Design counter_bus_master, sky130hd; sources not shown.
### Drive-strength map

Scale: 4 px per µm.
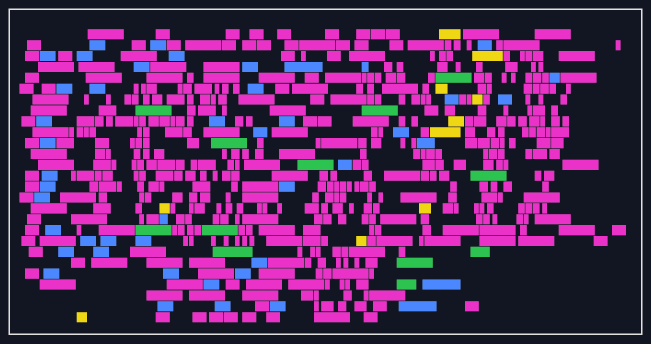
Magenta marks x1 and smaller, cells 473. Yellow marks x3 and x4, cells 10. Blue marks x2, cells 45. Green marks x6 and larger, cells 12.
worst setup margin: 6.09 ns
post-route design area: 5580 µm²

### Metal 3

Scale: 4 px per µm.
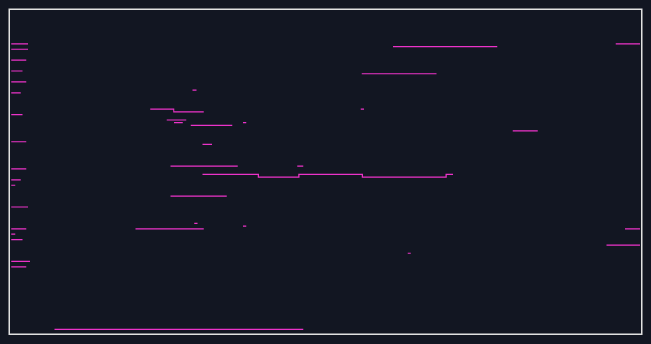
The wires run mostly horizontal. The layer carries 327 µm of wire. 31 nets have wire on it. The longest straight run is 61.9 µm.
met3 demand-to-capacity share in global routing: 0.0448
Routed WL: 10.6 mm
total via count after detailed routing: 3685

==> summary.txt <==
Physical implementation.

- The flow ran to the end, and the final reports show no timing, DRC or antenna violations.
- Summed over all layers, the global routing overflow is 0.
- The pre-antenna-repair detailed-routing pass consisted of 4 iterations.
- At the pin with the least slew margin, the transition time is 0.616 ns.
- The slowest stage of the critical path belongs to the cell sky130_fd_sc_hd__nor4_4.
- The synthesized area is 4610 µm².
- Per the TritonCTS log, the buffer count is 9.
- Setup repair after global routing left no endpoint under its margin.
- The highest clock rate this design can be run at is 0.256 GHz.
- The sequential cell area fraction in the yosys report is 0.441.
- The placement summary gives the final routability congestion estimate as 0.849.
- The power report puts the leakage power at 2.36 nW.
- Summed over all failing endpoints, the final setup total negative slack is 0 ns.
- The filler cells instantiated in the layout total 1087.
- The worst reg2reg path depth is 10.
- The stat command in Yosys gives a chip area of 4610 µm².
- The number of nets in the finished design is 600.
- For flop-to-flop paths, the worst setup slack is 6.09 ns.
- Counting every net in the synthesized netlist gives 554.
- In the final run the clock tree shows a worst skew of 0.00873 ns.
- The number of cells in the yosys synthesis report is 490.
- The minimum clock period is 3.91 ns.
- The final hold slack is 0.510 ns.
- The core region is 11200 µm².
- Among all flip-flop cells after synthesis, the most frequent one is sky130_fd_sc_hd__dfrtp_1.
- The remaining antenna violation count after routing is 0.
- The main area contributors are sky130_fd_sc_hd__dfrtp_1 42%, sky130_fd_sc_hd__mux2_2 8.1%, sky130_fd_sc_hd__ha_1 5.2%.
- IR analysis of the VDD net gives a maximum drop of 0.121 mV.
- Port buffering added 55 buffers.
- Buffers added to address setup during post-CTS repair amount to 0.
- The number of warning messages in the yosys log is 0.
- The mean routed wirelength per cell is 15.2 µm.
- The number of enable-type register cells in the synthesized netlist is 0.
- OpenSTA, run right after detailed placement, puts the worst setup slack at 6.08 ns.
- Per STA, the worst path is made up of ha_1 > nand3_2 > nor4_4 > nor3_1 > or4b_1 > or3_4 > o21ai_0 > buf_4 > nand2_1 > or3_1.
- The deepest level of the CTS H-tree is 3.
- The cell resize tally after clock tree synthesis is 0.
- The layout summary lists the proportion of cells stronger than drive strength 1 as 0.124.
- The post-CTS hold buffer count recorded in the log is 0.
- The violation count after the first detailed-routing iteration is 125.
- The number of top-level pins is 65.
- The total area of sequential cells is 2030 µm².
- At the later pin of the worst-skew pair, clock insertion delay measures 0.34 ns.
- After floorplanning, the die was sized to cover 12800 µm².
- The final clock period utilization by the worst path is 0.391.
- Per the synthesis report, the dominant area consumer among library cells is sky130_fd_sc_hd__dfrtp_1.
- The class of the tightest hold or removal check is flip-flop to flip-flop.
- Ranking logic cells in the layout by count gives the top entries 78 x sky130_fd_sc_hd__dfrtp_1, 54 x sky130_fd_sc_hd__clkdlybuf4s50_1, 36 x sky130_fd_sc_hd__a21oi_1, 36 x sky130_fd_sc_hd__nand2_1, 35 x sky130_fd_sc_hd__nor2_1.
- The first global-routing pass estimated 17.7 mm of wire.
- The net switching power in the latest report is 0.442 mW.
- The required time of the critical path is 10.22 ns.
- The DRC violation count after routing is 0.
- The via count of the first global-routing pass is 3510.
- The final hold violation count is 0.
- On the reported timing paths, the clock transition at the registers reads 0.06 ns.
- STA classifies the critical path startpoint as a flip-flop.
- The share of total power in the clock network is 0.238.
- In this run, placement finished with an instance count of 684.
- The worst setup path category is flip-flop to flip-flop.
- Counting every instance in the synthesized netlist gives 490.
power by group through the flow:
| stage | Combinational, mW | Clock, mW | Sequential (mW) |
|---|---|---|---|
| 2_1_floorplan | 0.316 | 0 | 0.520 |
| 3_3_place_gp | 0.442 | 0 | 0.532 |
| 3_5_place_dp | 0.451 | 0 | 0.534 |
| 4_1_cts | 0.454 | 0.315 | 0.529 |
| 5_1_grt | 0.512 | 0.329 | 0.544 |
| 6_report | 0.450 | 0.305 | 0.529 |
logic make-up (layout without fill, tap and decap cells):
kind of cell,Yosys count,in the layout,share of synthesized area
adder cells (fa/ha/maj),19,19,0.0516
buffers and inverters,51,101,0.0456
multiplexers,35,35,0.0850
flip-flops,81,81,0.441
other,2,2,0.00163
AND/OR/NAND/NOR,189,189,0.218
AND-OR/OR-AND,106,106,0.144
XOR/XNOR,7,7,0.0133
routing by layer:
layer | track usage | part of all wire | up-vias | routed length [µm]
li1 | - | - | 1859 | -
met1 | 0.244 | 0.50 | 1760 | 5340
met2 | 0.283 | 0.45 | 52 | 4810
met3 | 0.0448 | 0.031 | 14 | 326
met4 | 0.0582 | 0.015 | 0 | 164
met5 | 0 | 0 | - | 0
final cells by class:
type                       count  area share
tap                          159      0.0357
inverter                      27      0.0182
timing repair buffer          59       0.107
clock inverter                 2     0.00247
clock buffer                  13      0.0467
multi-input combinational    358       0.426
sequential                    81       0.364
synthesized netlist by cell type, drive strengths merged (5+ instances only):
master and instances:
dfrtp 78, a21oi 36, nand2 36, nor2 35, mux2 33, nor3 31
inv 27, nand3 24, o21ai 21, ha 19, clkbuf 16, a31oi 12
nand4 11, o31ai 11, or3 9, buf 8, nand2b 8, nor4 7
and3 6, nor2b 6, o21a 6, a21o 5, and2 5, xnor2 5
No activity file was given, so power comes from the tool's default toggle rates.
